--- config.mk ---
export PLATFORM = sky130hd
export DESIGN_NAME = ncl4_rx_sync
export DESIGN_NICKNAME = d
export VERILOG_FILES = /design/src/rtl/ncl4_rx_sync.sv
export SDC_FILE = /design/constraint.sdc
export NUM_CORES = 1
export LEC_CHECK = 0
export CAP_MARGIN = 20
export CELL_PAD_IN_SITES_DETAIL_PLACEMENT = 0
export CELL_PAD_IN_SITES_GLOBAL_PLACEMENT = 2
export CORE_MARGIN = 3
export CORE_UTILIZATION = 33
export DETAILED_ROUTE_END_ITERATION = 8
export PLACE_DENSITY = 0.87
export REMOVE_ABC_BUFFERS = 1
export SLEW_MARGIN = 0
export SYNTH_ARGS = -nofsm -noshare
export SYNTH_HDL_FRONTEND = slang
export SYNTH_SLANG_ARGS = --single-unit
export TNS_END_PERCENT = 100
--- constraint.sdc ---
create_clock -name clk -period 2.4 [get_ports clk]
set_input_delay 0.36 -clock clk [delete_from_list [all_inputs] [get_ports clk]]
set_output_delay 0.36 -clock clk [all_outputs]
set_load 0.05 [all_outputs]
--- src/rtl/ncl4_rx_sync.sv ---
// ---------------------------------------------------------------------------
// ncl4_rx_sync
//
// Purpose:
//   Clocked-domain receiver for a 1-of-4 (four-rail) NCL wavefront stream.
//   Each rail is brought into the clock domain through a flop synchroniser.
//   A stability filter then makes sure the sampled rails have settled before
//   any decision is made. A two-state handshake FSM drives the completion
//   signal back to the NCL producer. Legal DATA wavefronts are decoded to
//   2 bits and buffered in a small valid/ready FIFO. Multi-hot wavefronts
//   are flagged and counted, and are not buffered.
//
// Ports:
//   clk        in   1      single clock, all state on rising edge
//   init       in   1      asynchronous active-high reset
//   in         in   4      NCL 1-of-4 rails, asynchronous to clk
//   inCOMP     out  1      completion: 1 = request NULL, 0 = request DATA
//   out_data   out  2      decoded value at FIFO head (holds when empty)
//   out_valid  out  1      FIFO non-empty
//   out_ready  in   1      consumer pops head when out_valid & out_ready
//   err        out  1      one-cycle pulse on a multi-hot wavefront
//   wf_count   out  CNT_W  accepted DATA wavefronts, wraps
//   err_count  out  CNT_W  illegal wavefronts, saturates at all-ones
// ---------------------------------------------------------------------------
module ncl4_rx_sync #(
  parameter int SYNC_STAGES   = 2,
  parameter int STABLE_CYCLES = 2,
  parameter int DEPTH         = 4,
  parameter int CNT_W         = 16
) (
  input  logic             clk,
  input  logic             init,
  input  logic [3:0]       in,
  output logic             inCOMP,
  output logic [1:0]       out_data,
  output logic             out_valid,
  input  logic             out_ready,
  output logic             err,
  output logic [CNT_W-1:0] wf_count,
  output logic [CNT_W-1:0] err_count
);

  localparam int AW = $clog2(DEPTH);
  localparam int CW = $clog2(STABLE_CYCLES + 1);
  localparam int FW = $clog2(SYNC_STAGES + 1);
  localparam logic [CW-1:0] STABLE_V = CW'(STABLE_CYCLES);
  localparam logic [FW-1:0] FILL_V   = FW'(SYNC_STAGES);

  typedef enum logic [0:0] {
    WAIT_NULL = 1'b0,
    WAIT_DATA = 1'b1
  } state_e;

  logic [SYNC_STAGES-1:0][3:0] sync_q;
  logic [3:0]    sampled;
  logic [3:0]    filt_q;
  logic [CW-1:0] stableCnt_q;
  logic [FW-1:0] fill_q;
  logic          stable;
  logic          oneHot;

  state_e        state_q, state_d;
  logic          inComp_q;
  logic          err_q;
  logic          fifoWr;
  logic          errPulse;
  logic [1:0]    wrData;

  logic [1:0]    mem_q [DEPTH];
  logic [AW:0]   wrPtr_q, wrPtr_d;
  logic [AW:0]   rdPtr_q, rdPtr_d;
  logic          fifoFull;
  logic          fifoRd;
  logic [1:0]    outData_q, outData_d;

  logic [CNT_W-1:0] wfCount_q;
  logic [CNT_W-1:0] errCount_q;

  // Rail synchroniser: stage 0 captures the raw rails, the last stage is the
  // sample the rest of the block trusts.
  always_ff @(posedge clk or posedge init) begin
    if (init) begin
      sync_q <= '0;
    end else begin
      sync_q <= {sync_q[SYNC_STAGES-2:0], in};
    end
  end

  assign sampled = sync_q[SYNC_STAGES-1];

  // Stability filter. The run count is held at 0 until the synchroniser has
  // been refilled after reset, so values that were reset into the chain are
  // never treated as observed rail levels. filt_q is the sample the run
  // count refers to.
  always_ff @(posedge clk or posedge init) begin
    if (init) begin
      fill_q      <= '0;
      stableCnt_q <= '0;
      filt_q      <= '0;
    end else begin
      filt_q <= sampled;
      if (fill_q != FILL_V) begin
        fill_q      <= fill_q + 1'b1;
        stableCnt_q <= '0;
      end else if (stableCnt_q == '0 || sampled != filt_q) begin
        stableCnt_q <= CW'(1);
      end else if (stableCnt_q != STABLE_V) begin
        stableCnt_q <= stableCnt_q + 1'b1;
      end
    end
  end

  assign stable = (stableCnt_q == STABLE_V);
  assign oneHot = (filt_q != 4'b0000) && ((filt_q & (filt_q - 4'b0001)) == 4'b0000);

  // Rail k of a one-hot wavefront carries value k.
  always_comb begin
    wrData = 2'd0;
    case (filt_q)
      4'b0010: wrData = 2'd1;
      4'b0100: wrData = 2'd2;
      4'b1000: wrData = 2'd3;
      default: wrData = 2'd0;
    endcase
  end

  // Handshake FSM state register plus the registered completion and error
  // outputs, so nothing combinational reaches the NCL domain.
  always_ff @(posedge clk or posedge init) begin
    if (init) begin
      state_q  <= WAIT_NULL;
      inComp_q <= 1'b1;
      err_q    <= 1'b0;
    end else begin
      state_q  <= state_d;
      inComp_q <= (state_d == WAIT_NULL);
      err_q    <= errPulse;
    end
  end

  // Next-state logic. DATA is only requested when the FIFO has room, which
  // guarantees that a captured wavefront always finds a free entry.
  always_comb begin
    state_d  = state_q;
    fifoWr   = 1'b0;
    errPulse = 1'b0;
    unique case (state_q)
      WAIT_NULL: begin
        if (stable && filt_q == 4'b0000 && !fifoFull) begin
          state_d = WAIT_DATA;
        end
      end
      WAIT_DATA: begin
        if (stable && filt_q != 4'b0000) begin
          state_d = WAIT_NULL;
          if (oneHot) begin
            fifoWr = 1'b1;
          end else begin
            errPulse = 1'b1;
          end
        end
      end
      default: state_d = WAIT_NULL;
    endcase
  end

  assign out_valid = (wrPtr_q != rdPtr_q);
  assign fifoFull  = (wrPtr_q[AW] != rdPtr_q[AW]) && (wrPtr_q[AW-1:0] == rdPtr_q[AW-1:0]);
  assign fifoRd    = out_valid && out_ready;

  // FIFO pointer and head-register next state. The head register tracks the
  // entry at the read pointer after this edge. When the FIFO is about to
  // become empty it keeps its last value. A write into an empty FIFO
  // bypasses the storage, so the value shows up together with out_valid.
  always_comb begin
    wrPtr_d   = wrPtr_q + (AW+1)'(fifoWr);
    rdPtr_d   = rdPtr_q + (AW+1)'(fifoRd);
    outData_d = outData_q;
    if (wrPtr_d != rdPtr_d) begin
      if (fifoWr && rdPtr_d[AW-1:0] == wrPtr_q[AW-1:0]) begin
        outData_d = wrData;
      end else begin
        outData_d = mem_q[rdPtr_d[AW-1:0]];
      end
    end
  end

  // FIFO storage, no reset needed: an entry is only read after being written.
  always_ff @(posedge clk) begin
    if (fifoWr) begin
      mem_q[wrPtr_q[AW-1:0]] <= wrData;
    end
  end

  // FIFO pointers and head register. Reset discards any buffered entries.
  always_ff @(posedge clk or posedge init) begin
    if (init) begin
      wrPtr_q   <= '0;
      rdPtr_q   <= '0;
      outData_q <= 2'd0;
    end else begin
      wrPtr_q   <= wrPtr_d;
      rdPtr_q   <= rdPtr_d;
      outData_q <= outData_d;
    end
  end

  // Wavefront counters. The DATA count wraps. The error count sticks at its
  // maximum so a flood of bad wavefronts can never read back as few.
  always_ff @(posedge clk or posedge init) begin
    if (init) begin
      wfCount_q  <= '0;
      errCount_q <= '0;
    end else begin
      if (fifoWr) begin
        wfCount_q <= wfCount_q + 1'b1;
      end
      if (errPulse && errCount_q != {CNT_W{1'b1}}) begin
        errCount_q <= errCount_q + 1'b1;
      end
    end
  end

  assign inCOMP    = inComp_q;
  assign err       = err_q;
  assign out_data  = outData_q;
  assign wf_count  = wfCount_q;
  assign err_count = errCount_q;

endmodule
==> run_1/placement_by_type.png <==
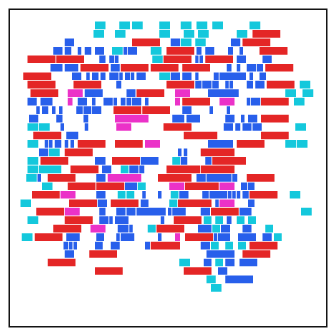
[combinational and other logic] blue | cells: 171 | share of their area: 34%
[other buffers and delay cells] cyan | cells: 63 | share of their area: 15%
[flops] red | cells: 67 | share of their area: 44%
[clock drivers and dummy loads] magenta | cells: 16 | share of their area: 5.9%

==> run_1/io_placement.png <==
Pins as bars across the die edge, other pins in gray.
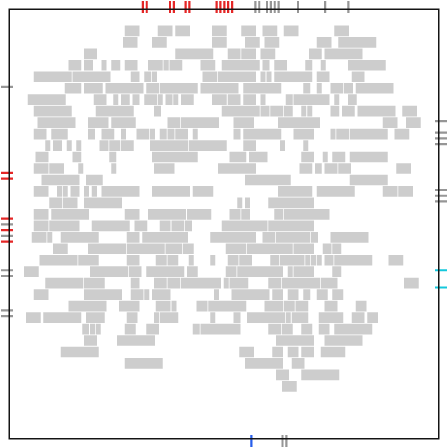
[`out_data`] cyan | pins: 2 | direction: output | edge: east
[`err_count`] red | pins: 16 | direction: output | edge: 11 north, 5 west
[`inCOMP`] blue | pins: 1 | direction: output | edge: south
all pins by edge: 20 north, 12 west, 9 east, 3 south

==> run_1/clk_routes.png <==
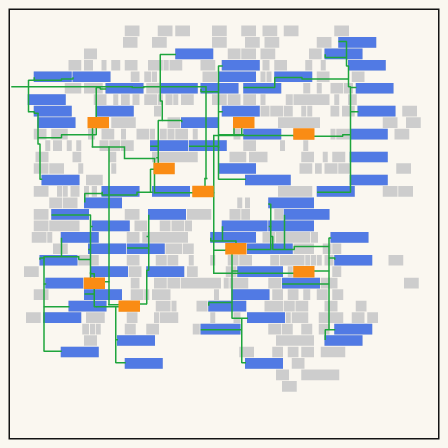
[flip-flops] blue | count: 67
[clock drivers] orange | count: 9
[clock wires] green | length: 827 um
routed clock nets: 10

==> flow_summary.json, run 1 <==
{
  "rr_worst_depth": 10,
  "wl_um": 5650,
  "hpwlAfterDp_um": 3980,
  "slowest_delay_ns": 0.42,
  "pg_comb_mw": 0.755,
  "synthMuxAreaShare": 0.0333,
  "post-synth-top-count-cell": "dfrtp_1",
  "gp_congestion": 0.736,
  "seq_area_um2": 1720,
  "worst-path-buf-inv": 0,
  "aoi_share": 0.0449,
  "cts_hold_buf": 0,
  "hold_depth": 0,
  "wl_met1_um": 2450,
  "top_layer": "met4",
  "cp-end-kind": "flop",
  "drive_gt1_frac": 0.196,
  "status": "finished with violations",
  "die_h_um": 102,
  "final-hold-violation-count": 0,
  "ant_nets": 0,
  "dr.first_iter.drc_count": 54,
  "met3_length_um": 265,
  "buffers": 63,
  "required_ns": 2.62,
  "dominant-cell-class": "registers",
  "synth_area_um2": 3010,
  "cp_top_family": "simple AND/OR/NAND/NOR gates",
  "nonClkBufAreaFrac": 0.148,
  "io_pins": 44,
  "comb_area_frac": 0.325,
  "logic_gates": 163,
  "antenna_cells": 0,
  "path_max_fanout": 4,
  "firstDrtPassIters": 4,
  "clock_buffers": 11,
  "yosys_warnings": 0,
  "ys_seq_frac": 0.571,
  "common_cells": "dfrtp_1 (58), xnor2_1 (27), nand2_1 (25)",
  "ys_sh_simple": 0.152,
  "chip_area_um2": 10300,
  "grt_pass1_wl_um": 9870,
  "use_met1": 0.151,
  "worst_slew_pin_slew_ns": 0.584,
  "vias_per_cell": 4.72,
  "fill_cells": 837,
  "root_buffer": "clkbuf_8",
  "logic_area_um2": 1300,
  "avgRoutedWirePerCell_um": 13.3,
  "edf_count": 8,
  "finalSetupViolations": 2,
  "grt_usage": 0.121,
  "holdWs_ns": 0.348,
  "maxCapViolCount": 0,
  "crit_slowest_cell": "or3_4",
  "met2RoutedLength_um": 2850,
  "p_switching_mw": 0.825,
  "grt_pass1_vias": 2124,
  "taps": 108,
  "p_leak_nw": 1.75,
  "cp.depth": 10,
  "violations": "setup timing",
  "min-delay-start": "sync_q[3]",
  "peakVddDrop_mv": 0.323,
  "clock.latency.late_pin_ns": 0.33,
  "finalInstanceArea_um2": 4000,
  "placed_cells": 404,
  "hold_class": "flop to flop",
  "critical_path_class": "flop to flop",
  "top_usage_layer": "met2",
  "cts_inserted_buffers": 9,
  "layout_setup_ws_ns": -0.0199,
  "syn2layout_area_growth_pct": 32.9,
  "top_area_frac": 0.482,
  "antenna_found_initial": 0,
  "seq_power_mw": 1.27,
  "tool_warnings": 28,
  "p_int_mw": 2.24,
  "grt-ovfl-total": 0,
  "switching_share": 0.270,
  "grt_max_degree": 60,
  "synth_area_per_cell_um2": 12.4,
  "dp_worst_setup_slack_ns": -0.0878,
  "clock_area_frac": 0.0566,
  "rsz0062_at_grt": "yes",
  "fmax_mhz": 413,
  "fa_ha_area_frac": 0.0407,
  "drc": 0,
  "pwr_density_cell_nw_per_um2": 765,
  "ys_cells": 243
}
==> run_1/congestion.png <==
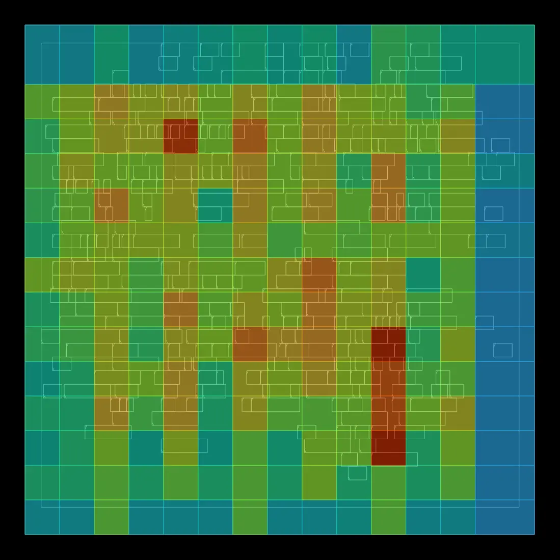

==> run 1 -> run 2 <==
--- a/config.mk
+++ b/config.mk
@@ -9,9 +9,9 @@
 export CELL_PAD_IN_SITES_DETAIL_PLACEMENT = 0
 export CELL_PAD_IN_SITES_GLOBAL_PLACEMENT = 2
 export CORE_MARGIN = 3
-export CORE_UTILIZATION = 33
+export CORE_UTILIZATION = 39
 export DETAILED_ROUTE_END_ITERATION = 8
-export PLACE_DENSITY = 0.87
+export PLACE_DENSITY_LB_ADDON = 0.1
 export REMOVE_ABC_BUFFERS = 1
 export SLEW_MARGIN = 0
 export SYNTH_ARGS = -nofsm -noshare
==> constraint.sdc (replaced) <==
create_clock -name clk -period 2.79 [get_ports clk]
set_input_delay 0.4185 -clock clk [delete_from_list [all_inputs] [get_ports clk]]
set_output_delay 0.4185 -clock clk [all_outputs]
set_load 0.05 [all_outputs]
==> run_2/congestion.png <==
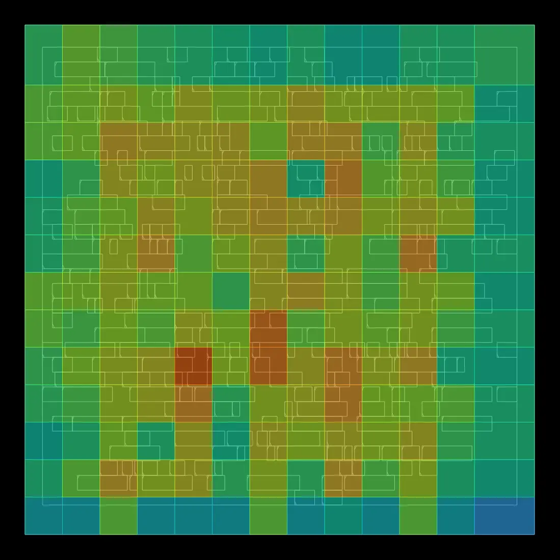
utilization after layout: 0.518
WL/cell: 13.3 um
met1 Use GR: 0.188

==> run 2 against run 1 <==
Net effect:
- the run now ends clean
- first-iteration DRC count increased by 11%
- clock skew increased by 0.0039 ns
- non-clock buffer count decreased by 15
- maximum frequency decreased by 6.5%
==> flow_summary.json, run 2 <==
{
  "peakVddDrop_mv": 0.304,
  "synthMuxAreaShare": 0.0333,
  "placed_cells": 385,
  "grt_usage": 0.142,
  "fill_cells": 678,
  "min-delay-start": "sync_q[1]",
  "crit_slowest_cell": "dfrtp_2",
  "status": "finished, final reports clean",
  "slowest_delay_ns": 0.46,
  "worst_slew_pin_slew_ns": 0.616,
  "dr.first_iter.drc_count": 60,
  "clock_area_frac": 0.0600,
  "yosys_warnings": 0,
  "fa_ha_area_frac": 0.0407,
  "die_h_um": 93.9,
  "post-synth-top-count-cell": "dfrtp_1",
  "pg_comb_mw": 0.470,
  "gp_congestion": 0.741,
  "logic_gates": 163,
  "path_max_fanout": 7,
  "critical_path_class": "flop to flop",
  "tool_warnings": 26,
  "ys_sh_simple": 0.152,
  "synth_area_per_cell_um2": 12.4,
  "buffers": 48,
  "p_switching_mw": 0.682,
  "hold_depth": 0,
  "seq_area_um2": 1720,
  "aoi_share": 0.0449,
  "hold_class": "flop to flop",
  "wl_um": 5350,
  "clock_buffers": 11,
  "cts_inserted_buffers": 9,
  "root_buffer": "clkbuf_8",
  "syn2layout_area_growth_pct": 26.8,
  "cp-end-kind": "flop",
  "holdWs_ns": 0.350,
  "finalSetupViolations": 0,
  "io_pins": 44,
  "firstDrtPassIters": 4,
  "p_leak_nw": 1.67,
  "edf_count": 8,
  "cp.depth": 9,
  "seq_power_mw": 1.09,
  "chip_area_um2": 8810,
  "nonClkBufAreaFrac": 0.126,
  "maxCapViolCount": 0,
  "pwr_density_cell_nw_per_um2": 642,
  "finalInstanceArea_um2": 3820,
  "grt_pass1_vias": 1965,
  "worst-path-buf-inv": 0,
  "p_int_mw": 1.77,
  "top_area_frac": 0.482,
  "grt_pass1_wl_um": 9600,
  "wl_met1_um": 2550,
  "final-hold-violation-count": 0,
  "comb_area_frac": 0.323,
  "ys_cells": 243,
  "hpwlAfterDp_um": 3850,
  "layout_setup_ws_ns": 0.201,
  "cp_top_family": "simple AND/OR/NAND/NOR gates",
  "met3_length_um": 246,
  "rsz0062_at_grt": "no",
  "top_layer": "met4",
  "top_usage_layer": "met2"
}
==> run 2 -> run 3 <==
--- a/config.mk
+++ b/config.mk
@@ -11,6 +11,7 @@
 export CORE_MARGIN = 3
 export CORE_UTILIZATION = 39
 export DETAILED_ROUTE_END_ITERATION = 8
+export GPL_ROUTABILITY_DRIVEN = 0
 export PLACE_DENSITY_LB_ADDON = 0.1
 export REMOVE_ABC_BUFFERS = 1
 export SLEW_MARGIN = 0
==> run_3/congestion.png <==
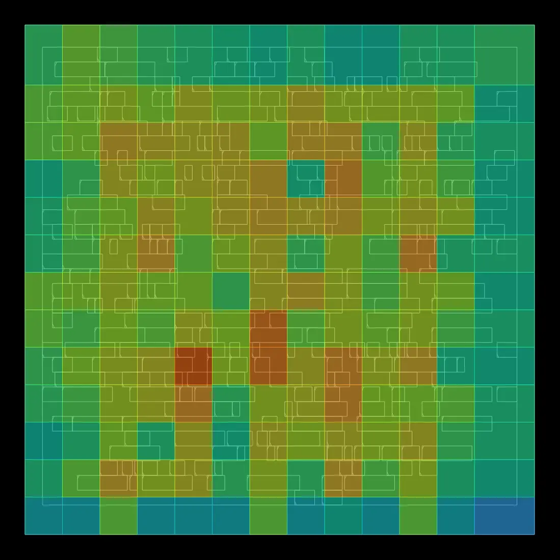
met2 Use GR: 0.213
GR met3 Demand/Resource: 0.0529

==> run 3 against run 2 <==
Net effect:
- global-route usage unchanged
- worst hold slack is the same
- non-clock buffer count did not move
- sequential cell count unchanged
- register-to-register slack barely moved
- wire length unchanged
- power unchanged
- clock-buffer cell count unchanged
- combinational power hardly changed
- critical endpoint unchanged
- largest cell class unchanged
- largest power group unchanged
==> flow_summary.json, run 3 <==
{
  "top_area_frac": 0.482,
  "cp-end-kind": "flop",
  "seq_share": 0.450,
  "worst_slew_pin_slew_ns": 0.616,
  "final_common_cell": "dfrtp_1",
  "wl_um": 5350,
  "holdWs_ns": 0.350,
  "finalCriticalPeriod_ns": 2.59,
  "taps": 99,
  "layout_setup_ws_ns": 0.201,
  "p_int_mw": 1.77,
  "path_max_fanout": 7,
  "grt_pass1_vias": 1965,
  "seqPwrFrac": 0.444,
  "crit_slowest_cell": "dfrtp_2",
  "flop-count": 67,
  "comb_area_frac": 0.323,
  "port_buffers": 43,
  "antenna_cells": 0,
  "pwr_density_cell_nw_per_um2": 642,
  "seq_power_mw": 1.09,
  "use_met1": 0.188,
  "ys_seq_frac": 0.571,
  "synth_area_um2": 3010,
  "finalSetupViolations": 0,
  "grt_usage": 0.142,
  "cp_top_family": "simple AND/OR/NAND/NOR gates",
  "nNetsFinal": 313,
  "avgRoutedWirePerCell_um": 13.3,
  "hold_class": "flop to flop",
  "nonClkBufAreaFrac": 0.126,
  "startpoint": "wrPtr_q[1]",
  "yosys_warnings": 0,
  "clock_area_frac": 0.0600,
  "pg_comb_mw": 0.470,
  "clock_buffers": 11,
  "cts.clk_slew.worst_paths_ns": 0.07,
  "required_ns": 3.01,
  "wl_met1_um": 2550,
  "cp.depth": 9,
  "post_cts_resized": 0,
  "clk_path_buf_depth": 2,
  "crit_path_end": "out_data[0]",
  "die_h_um": 93.9,
  "dominant-cell-class": "registers",
  "met2RoutedLength_um": 2500,
  "ys_cells": 243,
  "min-delay-start": "sync_q[1]",
  "maxCapViolCount": 0,
  "top_area_cell": "dfrtp_1",
  "seq_area_um2": 1720,
  "root_buffer": "clkbuf_8",
  "post-cts-setup-buffer-count": 0,
  "worst-path-buf-inv": 0,
  "top_usage_layer": "met2",
  "grt_pass1_wl_um": 9600,
  "chip_area_um2": 8810,
  "tool_warnings": 26,
  "ant_nets": 0,
  "synthMuxAreaShare": 0.0333,
  "top_layer": "met4",
  "power_mw": 2.45,
  "comb_power_share": 0.192,
  "power_top_consumer": "sequential cells",
  "critical_path_class": "flop to flop",
  "clock_skew_ns": 0.0104,
  "fp.dieW_um": 93.9,
  "rows": 31,
  "ys_sh_simple": 0.152,
  "logic_gates": 163,
  "final_cells": 401,
  "yosys_area_um2": 3010,
  "p_clk_frac": 0.364,
  "p_switching_mw": 0.682,
  "vias_per_cell": 4.80,
  "finalInstanceArea_um2": 3820,
  "status": "finished, final reports clean",
  "tns_ns": 0,
  "peakVddDrop_mv": 0.304,
  "hold_end": "sampled[1]",
  "placed_area_um2": 3590,
  "p_leak_nw": 1.67,
  "num_vias": 1924,
  "buffers": 48,
  "post-synth-top-count-cell": "dfrtp_1",
  "post-route-util": 0.518,
  "final-hold-violation-count": 0,
  "relSlewSlack": 0.586,
  "firstDrtPassIters": 4,
  "hpwlAfterDp_um": 3850,
  "yosysUniqueCellTypes": 41,
  "io_pins": 44,
  "slowest_delay_ns": 0.46,
  "async_reset_ff_frac": 0.881,
  "grt_max_degree": 60,
  "cts_inserted_buffers": 9,
  "met3_length_um": 246,
  "rsz0062_at_grt": "no",
  "syn2layout_area_growth_pct": 26.8,
  "fa_ha_area_frac": 0.0407,
  "aoi_share": 0.0449,
  "hold_depth": 0,
  "fill_cells": 678,
  "synth_area_per_cell_um2": 12.4,
  "dr.first_iter.drc_count": 60,
  "placed_cells": 385,
  "edf_count": 8
}
Power figures rest on the tool's default switching activity, not on a simulated workload.
